pinout.png
Scale: 3 px per um. Pins as bars across the die edge, other pins in grey.
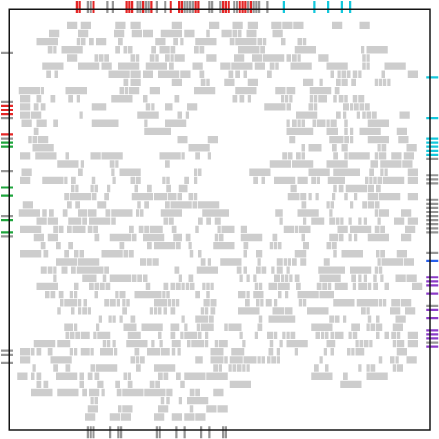
clock_nets.png
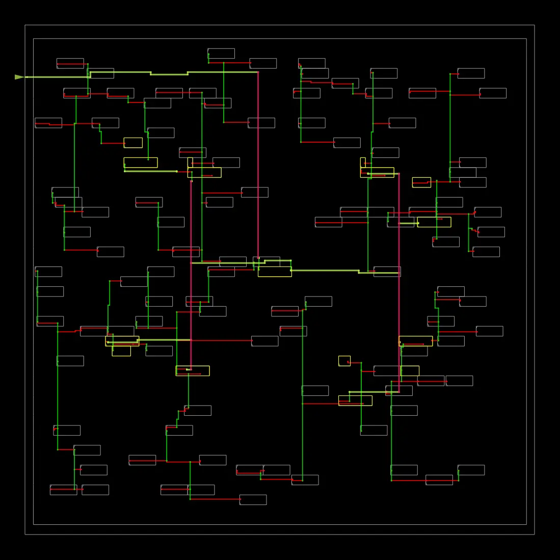
m4.png
Scale: 3 px per um.
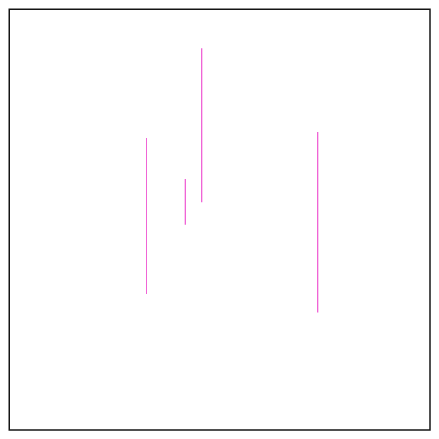
gates.png
Scale: 3 px per um.
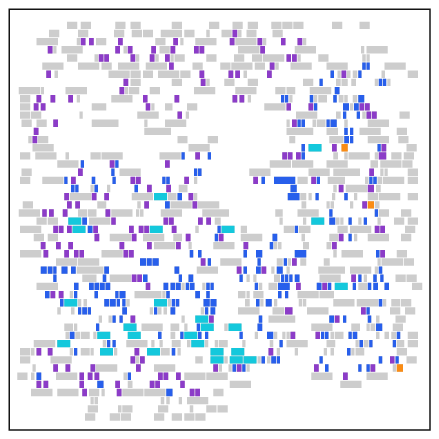
layers.png
Scale: 2 px per um. Only two layers are drawn.
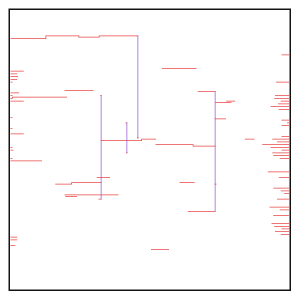
--- src/rtl/descriptor_sequencer_if.sv ---
// rtl/descriptor_sequencer_if.sv - keypoint read, histogram engine and descriptor stream bus of the sequencer
interface descriptor_sequencer_if #(
  parameter int DIMENSION     = 64,
  parameter int GRID          = 2,
  parameter int MAX_KEYPOINTS = 1000,
  parameter int HIST_W        = 24
);
  localparam int CW  = $clog2(DIMENSION);
  localparam int KW  = 2 * CW + 1;
  localparam int KAW = $clog2(MAX_KEYPOINTS);
  localparam int AW  = $clog2(MAX_KEYPOINTS * GRID * GRID);

  // keypoint BRAM read port
  logic [KAW-1:0]    key_read_addr;
  logic [KW-1:0]     keypoint_read;

  // histogram engine launch / result
  logic              hist_start;
  logic [CW-1:0]     hist_x;
  logic [CW-1:0]     hist_y;
  logic [1:0]        hist_octave;
  logic              hist_level;
  logic              hist_done;
  logic [HIST_W-1:0] hist_bins;

  // descriptor memory write stream
  logic              desc_valid;
  logic              desc_ready;
  logic [AW-1:0]     desc_addr;
  logic [HIST_W-1:0] desc_data;

  modport master (
    output key_read_addr,
    input  keypoint_read,
    output hist_start,
    output hist_x,
    output hist_y,
    output hist_octave,
    output hist_level,
    input  hist_done,
    input  hist_bins,
    output desc_valid,
    input  desc_ready,
    output desc_addr,
    output desc_data
  );

  modport slave (
    input  key_read_addr,
    output keypoint_read,
    input  hist_start,
    input  hist_x,
    input  hist_y,
    input  hist_octave,
    input  hist_level,
    output hist_done,
    output hist_bins,
    input  desc_valid,
    output desc_ready,
    input  desc_addr,
    input  desc_data
  );
endinterface

--- src/rtl/descriptor_sequencer.sv ---
// rtl/descriptor_sequencer.sv - walks the keypoint list and streams one histogram word per subpatch
module descriptor_sequencer #(
  parameter int DIMENSION     = 64,
  parameter int NUM_OCTAVES   = 3,
  parameter int GRID          = 2,
  parameter int SUBPATCH      = 2,
  parameter int MAX_KEYPOINTS = 1000,
  parameter int KP_LATENCY    = 2,
  parameter int HIST_W        = 24
) (
  input  logic                               clk,
  input  logic                               rst_in,
  input  logic                               start,
  output logic                               done,
  output logic                               busy,
  output logic [$clog2(MAX_KEYPOINTS+1)-1:0] kp_count,
  descriptor_sequencer_if.master             bus
);
  localparam int CW       = $clog2(DIMENSION);
  localparam int KAW      = $clog2(MAX_KEYPOINTS);
  localparam int AW       = $clog2(MAX_KEYPOINTS * GRID * GRID);
  localparam int CNTW     = $clog2(MAX_KEYPOINTS + 1);
  localparam int GW       = (GRID > 1) ? $clog2(GRID) : 1;
  localparam int LW       = (KP_LATENCY > 1) ? $clog2(KP_LATENCY) : 1;
  localparam int SW       = CW + 2;
  localparam int SP_SHIFT = $clog2(SUBPATCH);

  localparam logic signed [SW-1:0] HALF_PATCH = SW'(GRID * SUBPATCH / 2);
  localparam logic signed [SW-1:0] PATCH      = SW'(GRID * SUBPATCH);
  localparam logic [LW-1:0]        LAT_LAST   = LW'(KP_LATENCY - 1);
  localparam logic [GW-1:0]        GRID_LAST  = GW'(GRID - 1);
  localparam logic [1:0]           OCT_LAST   = 2'(NUM_OCTAVES - 1);
  localparam logic [KAW-1:0]       ADDR_LAST  = KAW'(MAX_KEYPOINTS - 1);

  typedef enum logic [2:0] {
    IDLE,
    FETCH,
    CLAMP,
    ISSUE,
    WAIT,
    WRITE,
    DONE
  } state_t;

  state_t            state;
  logic [LW-1:0]     lat_cnt;
  logic [1:0]        octave;
  logic [CW-1:0]     kp_x;
  logic [CW-1:0]     kp_y;
  logic              kp_level;
  logic [CW-1:0]     ox;
  logic [CW-1:0]     oy;
  logic [GW-1:0]     sub_row;
  logic [GW-1:0]     sub_col;
  logic [KAW-1:0]    key_addr;
  logic              issue_pulse;
  logic [CW-1:0]     sub_x;
  logic [CW-1:0]     sub_y;
  logic              word_valid;
  logic [AW-1:0]     word_addr;
  logic [HIST_W-1:0] word_data;

  logic signed [SW-1:0] side;
  logic signed [SW-1:0] hi_lim;
  logic [CW-1:0]        ox_c;
  logic [CW-1:0]        oy_c;
  logic [GW-1:0]        row_next;
  logic [GW-1:0]        col_next;
  logic                 last_sub;
  logic [CW-1:0]        off_x;
  logic [CW-1:0]        off_y;

  // Patch origin is centred on the keypoint, then pushed back inside the octave image.
  function automatic logic [CW-1:0] clamp_axis(input logic [CW-1:0] c, input logic signed [SW-1:0] hi);
    logic signed [SW-1:0] o;
    o = $signed({2'b00, c}) - HALF_PATCH;
    if (o[SW-1])
      clamp_axis = '0;
    else if (o > hi)
      clamp_axis = hi[CW-1:0];
    else
      clamp_axis = o[CW-1:0];
  endfunction

  // Clamped patch origin for the latched keypoint in its octave.
  always_comb begin
    side   = $signed(SW'(DIMENSION) >> octave);
    hi_lim = side - PATCH;
    ox_c   = clamp_axis(kp_x, hi_lim);
    oy_c   = clamp_axis(kp_y, hi_lim);
  end

  // Next subpatch in row-major order and its pixel offset within the patch.
  always_comb begin
    col_next = (sub_col == GRID_LAST) ? '0 : sub_col + GW'(1);
    row_next = (sub_col == GRID_LAST) ? sub_row + GW'(1) : sub_row;
    last_sub = (sub_col == GRID_LAST) && (sub_row == GRID_LAST);
    off_x    = CW'(col_next) << SP_SHIFT;
    off_y    = CW'(row_next) << SP_SHIFT;
  end

  // Sequencer FSM; every output is a register updated on the transition that enters its state.
  always_ff @(posedge clk) begin
    if (rst_in) begin
      state       <= IDLE;
      lat_cnt     <= '0;
      octave      <= '0;
      kp_x        <= '0;
      kp_y        <= '0;
      kp_level    <= 1'b0;
      ox          <= '0;
      oy          <= '0;
      sub_row     <= '0;
      sub_col     <= '0;
      key_addr    <= '0;
      issue_pulse <= 1'b0;
      sub_x       <= '0;
      sub_y       <= '0;
      word_valid  <= 1'b0;
      word_addr   <= '0;
      word_data   <= '0;
      kp_count    <= '0;
      done        <= 1'b0;
    end else begin
      issue_pulse <= 1'b0;
      done        <= 1'b0;
      unique case (state)
        IDLE: begin
          if (start) begin
            state     <= FETCH;
            key_addr  <= '0;
            word_addr <= '0;
            kp_count  <= '0;
            octave    <= '0;
            lat_cnt   <= '0;
          end
        end
        FETCH: begin
          if (lat_cnt == LAT_LAST) begin
            lat_cnt <= '0;
            if (bus.keypoint_read == '0) begin
              // a zero word closes the current octave's section of the list
              if (octave == OCT_LAST) begin
                state <= DONE;
                done  <= 1'b1;
              end else begin
                octave   <= octave + 2'd1;
                key_addr <= key_addr + KAW'(1);
              end
            end else begin
              kp_x     <= bus.keypoint_read[2*CW:CW+1];
              kp_y     <= bus.keypoint_read[CW:1];
              kp_level <= bus.keypoint_read[0];
              state    <= CLAMP;
            end
          end else begin
            lat_cnt <= lat_cnt + LW'(1);
          end
        end
        CLAMP: begin
          ox          <= ox_c;
          oy          <= oy_c;
          sub_x       <= ox_c;
          sub_y       <= oy_c;
          sub_row     <= '0;
          sub_col     <= '0;
          issue_pulse <= 1'b1;
          state       <= ISSUE;
        end
        ISSUE: begin
          state <= WAIT;
        end
        WAIT: begin
          if (bus.hist_done) begin
            word_data  <= bus.hist_bins;
            word_valid <= 1'b1;
            state      <= WRITE;
          end
        end
        WRITE: begin
          if (bus.desc_ready) begin
            word_valid <= 1'b0;
            word_addr  <= word_addr + AW'(1);
            if (last_sub) begin
              kp_count <= kp_count + CNTW'(1);
              if (key_addr == ADDR_LAST) begin
                state <= DONE;
                done  <= 1'b1;
              end else begin
                key_addr <= key_addr + KAW'(1);
                lat_cnt  <= '0;
                state    <= FETCH;
              end
            end else begin
              sub_col     <= col_next;
              sub_row     <= row_next;
              sub_x       <= ox + off_x;
              sub_y       <= oy + off_y;
              issue_pulse <= 1'b1;
              state       <= ISSUE;
            end
          end
        end
        DONE: begin
          state <= IDLE;
        end
        default: begin
          state <= IDLE;
        end
      endcase
    end
  end

  assign busy              = (state != IDLE);
  assign bus.key_read_addr = key_addr;
  assign bus.hist_start    = issue_pulse;
  assign bus.hist_x        = sub_x;
  assign bus.hist_y        = sub_y;
  assign bus.hist_octave   = octave;
  assign bus.hist_level    = kp_level;
  assign bus.desc_valid    = word_valid;
  assign bus.desc_addr     = word_addr;
  assign bus.desc_data     = word_data;
endmodule

--- src/flat_wrapper.sv ---
// flat-port wrapper written by rule: the top's interface ports become plain ports
module descriptor_sequencer_flat 
#(
  parameter int DIMENSION     = 64,
  parameter int NUM_OCTAVES   = 3,
  parameter int GRID          = 2,
  parameter int SUBPATCH      = 2,
  parameter int MAX_KEYPOINTS = 1000,
  parameter int KP_LATENCY    = 2,
  parameter int HIST_W        = 24
)
  (clk, rst_in, start, done, busy, kp_count, bus_key_read_addr, bus_keypoint_read, bus_hist_start, bus_hist_x, bus_hist_y, bus_hist_octave, bus_hist_level, bus_hist_done, bus_hist_bins, bus_desc_valid, bus_desc_ready, bus_desc_addr, bus_desc_data);
  descriptor_sequencer_if #(.DIMENSION(DIMENSION), .GRID(GRID), .MAX_KEYPOINTS(MAX_KEYPOINTS), .HIST_W(HIST_W)) bus_i ();
  input  logic clk;
  input  logic rst_in;
  input  logic start;
  output logic done;
  output logic busy;
  output logic [$clog2(MAX_KEYPOINTS+1)-1:0] kp_count;
  output wire logic [$bits(bus_i.key_read_addr)-1:0] bus_key_read_addr;
  input wire logic [$bits(bus_i.keypoint_read)-1:0] bus_keypoint_read;
  output wire logic [$bits(bus_i.hist_start)-1:0] bus_hist_start;
  output wire logic [$bits(bus_i.hist_x)-1:0] bus_hist_x;
  output wire logic [$bits(bus_i.hist_y)-1:0] bus_hist_y;
  output wire logic [$bits(bus_i.hist_octave)-1:0] bus_hist_octave;
  output wire logic [$bits(bus_i.hist_level)-1:0] bus_hist_level;
  input wire logic [$bits(bus_i.hist_done)-1:0] bus_hist_done;
  input wire logic [$bits(bus_i.hist_bins)-1:0] bus_hist_bins;
  output wire logic [$bits(bus_i.desc_valid)-1:0] bus_desc_valid;
  input wire logic [$bits(bus_i.desc_ready)-1:0] bus_desc_ready;
  output wire logic [$bits(bus_i.desc_addr)-1:0] bus_desc_addr;
  output wire logic [$bits(bus_i.desc_data)-1:0] bus_desc_data;
  assign bus_key_read_addr = bus_i.key_read_addr;
  assign bus_i.keypoint_read = bus_keypoint_read;
  assign bus_hist_start = bus_i.hist_start;
  assign bus_hist_x = bus_i.hist_x;
  assign bus_hist_y = bus_i.hist_y;
  assign bus_hist_octave = bus_i.hist_octave;
  assign bus_hist_level = bus_i.hist_level;
  assign bus_i.hist_done = bus_hist_done;
  assign bus_i.hist_bins = bus_hist_bins;
  assign bus_desc_valid = bus_i.desc_valid;
  assign bus_i.desc_ready = bus_desc_ready;
  assign bus_desc_addr = bus_i.desc_addr;
  assign bus_desc_data = bus_i.desc_data;
  descriptor_sequencer #(.DIMENSION(DIMENSION), .NUM_OCTAVES(NUM_OCTAVES), .GRID(GRID), .SUBPATCH(SUBPATCH), .MAX_KEYPOINTS(MAX_KEYPOINTS), .KP_LATENCY(KP_LATENCY), .HIST_W(HIST_W)) u_core (.clk(clk), .rst_in(rst_in), .start(start), .done(done), .busy(busy), .kp_count(kp_count), .bus(bus_i));
endmodule
--- config.mk ---
export PLATFORM = sky130hd
export DESIGN_NAME = descriptor_sequencer_flat
export DESIGN_NICKNAME = d
export VERILOG_FILES = /design/src/rtl/descriptor_sequencer_if.sv /design/src/rtl/descriptor_sequencer.sv /design/src/flat_wrapper.sv
export SDC_FILE = /design/constraint.sdc
export NUM_CORES = 1
export LEC_CHECK = 0
export ABC_AREA = 1
export CAP_MARGIN = 20
export CELL_PAD_IN_SITES_DETAIL_PLACEMENT = 0
export CELL_PAD_IN_SITES_GLOBAL_PLACEMENT = 1
export CORE_MARGIN = 2
export CORE_UTILIZATION = 29
export DETAILED_ROUTE_END_ITERATION = 10
export PLACE_DENSITY_LB_ADDON = 0.25
export REMOVE_ABC_BUFFERS = 1
export SYNTH_ARGS = -nofsm -noshare
export SYNTH_HDL_FRONTEND = slang
export SYNTH_SLANG_ARGS = --single-unit
--- constraint.sdc ---
create_clock -name clk -period 6.5 [get_ports clk]
set_input_delay 1.3 -clock clk [delete_from_list [all_inputs] [get_ports clk]]
set_output_delay 1.3 -clock clk [all_outputs]
set_load 0.05 [all_outputs]
==> impl_metrics.env <==
# implementation run metrics
export IMPL_yosys_area_top_type="dfxtp_1"
export IMPL_dp_cells=1078
export IMPL_outcome="complete, no violations"
export IMPL_min_delay_path_depth=2
export IMPL_ys_chip_area_mm2=0.00534
export IMPL_die_size_y_um=140
export IMPL_class_of_the_tightest_hold_or_removal_check="reg -> reg"
export IMPL_postRouteWirelength_mm=14.0
export IMPL_dieWidth_um=140
export IMPL_worst_ir_drop_vdd_v=0.000173
export IMPL_synth_cells_most_frequent="nand2_1, dfxtp_1, a21oi_1, inv_1, o21ai_0"
export IMPL_cts_root_buffer_cell="clkbuf_16"
export IMPL_yosys_cells=752
export IMPL_cts_clk_slew_worst_paths_ns=0.07
export IMPL_area_growth_syn_to_layout_pct=31.5
export IMPL_openroad_warnings=29
export IMPL_synth_avg_cell_area_um2=7.11
export IMPL_drive_gt1_share_pct=5.43
export IMPL_cp_max_fo=32
export IMPL_largest_register_ff_count=24
export IMPL_timing_critical_path_mode_cell="buf_4"
export IMPL_timing_max_cap_violations=0
export IMPL_yosys_warnings=0
export IMPL_design_die_area_mm2=0.0195
export IMPL_drt_iter0_markers=199
export IMPL_edf_count=0
export IMPL_rsz0062_at_grt="no"
export IMPL_finalHoldWorstSlack_ns=0.445
export IMPL_slack_of_the_worst_reg_to_reg_path_ns=3.82
export IMPL_initial_utilization_pct=29.6
export IMPL_fill_cells=1957
export IMPL_rr_endpoint="u_core.bus.hist_x[2]"
export IMPL_leakagePower_uw=0.00273
export IMPL_initial_antenna_violation_count=0
export IMPL_io_pin_count=117
export IMPL_yosys_dominant_comb_family="simple AND/OR/NAND/NOR gates"
export IMPL_global_placement_routability_congestion=0.757
export IMPL_synth_distinct_cells=35
export IMPL_synth_seq_area_share_pct=39.0
export IMPL_portBuffers=116
export IMPL_layout_cell_area_non_filler_mm2=0.00703
export IMPL_antenna_cells=0
export IMPL_h_tree_depth=3
export IMPL_clock_latency_ns=0.35
export IMPL_power_total_uw=2370
export IMPL_vias=5017
export IMPL_track_usage_pct=14.7
export IMPL_tightestPinTransition_ns=0.849
export IMPL_post_cts_resized=0
-- pinout.png (at the start) --
green -> `bus_hist_y`  # pins 6, direction output, edge left
cyan -> `bus_desc_addr`  # pins 12, direction output, edge 7 right, 5 top
purple -> `bus_key_read_addr`  # pins 10, direction output, edge right
red -> `bus_hist_bins`  # pins 24, direction input, edge 20 top, 4 left
blue -> `busy`  # pins 1, direction output, edge right

-- clock_nets.png (at the start) --
number of buffers created by CTS: 9
layout sequential cell count: 104

-- m4.png (at the start) --
share of all routed wire = 1.3%
wire length on this layer = 178 um
longest straight run = 59.8 um
main direction = vertical

-- gates.png (at the start) --
cyan -> fa/ha/maj cells  # cells 26, most used ha_1
orange -> and/or cells  # cells 3, most used and3_1
purple -> aoi and oai cells  # cells 177, most used a21oi_1, where spread over the die
blue -> nand cells  # cells 202, most used nand2_1

-- layers.png (at the start) --
purple -> M4  # wire length 178 um
red -> M3  # wire length 572 um

layout by cell type (no fill, tap or decap):
master             n
a211oi_1           1
a21oi_1          102
a31oi_1            1
and3_1             2
buf_4              5
clkbuf_1           2
clkbuf_16          9
clkbuf_8           4
clkdlybuf4s50_1  116
clkinv_1           1
clkinv_4           1
dfxtp_1          104
ha_1              26
inv_1             99
inv_2              5
inv_4              2
nand2_1          136
nand2_2            3
nand2_4            3
nand2_8            1
nand3_1           42
nand4_1           17
nor2_1            51
nor2_2             7
nor2_4             3
nor3_1            20
nor3_2             2
nor3_4             1
nor3b_1            1
nor4_1             1
o21ai_0           65
o21ai_1            7
o21bai_1           1
or2_2              1
xnor2_1           10
xor2_1            13
area by class of cell:
type                            count  share of cell area [%]
Sequential cell                   104                    29.6
Tap cell                          229                    4.08
Multi-Input combinational cell    517                    39.2
Inverter                          107                    5.79
Clock buffer                       15                    4.10
Clock inverter                      1                   0.125
Timing Repair Buffer              121                    17.1
routing by layer:
layer  vias up  part of all wire [%]  track usage [%]
li1       2671                     -                -
met1      2247                    48             19.2
met2        86                    46             24.3
met3        13                   4.1             3.20
met4         0                   1.3             4.11
met5         -                     0                0
report_power, final:
| part | internal, uW | switching, uW | total (uW) | leakage, uW |
|---|---|---|---|---|
| Combinational | 339 | 719 | 1060 | 0.00174 |
| Sequential | 702 | 61.2 | 763 | 0.000840 |
| Clock | 303 | 242 | 546 | 0.000146 |
cell families (layout without fill, tap and decap cells):
family / count (synthesis) / in the layout
AOI/OAI and AO/OA: 177 / 177
and+or+nand+nor: 291 / 291
xor gates and xnor gates: 23 / 23
buffers and inverters: 131 / 244
DFF: 104 / 104
adders and majority gates: 26 / 26
worst min-delay path, cell delays in order, from the launching register on:
cell	delay, ns
dfxtp_1	0.31
inv_1	0.04
a21oi_1	0.05
No activity file was given, so power comes from the tool's default toggle rates.
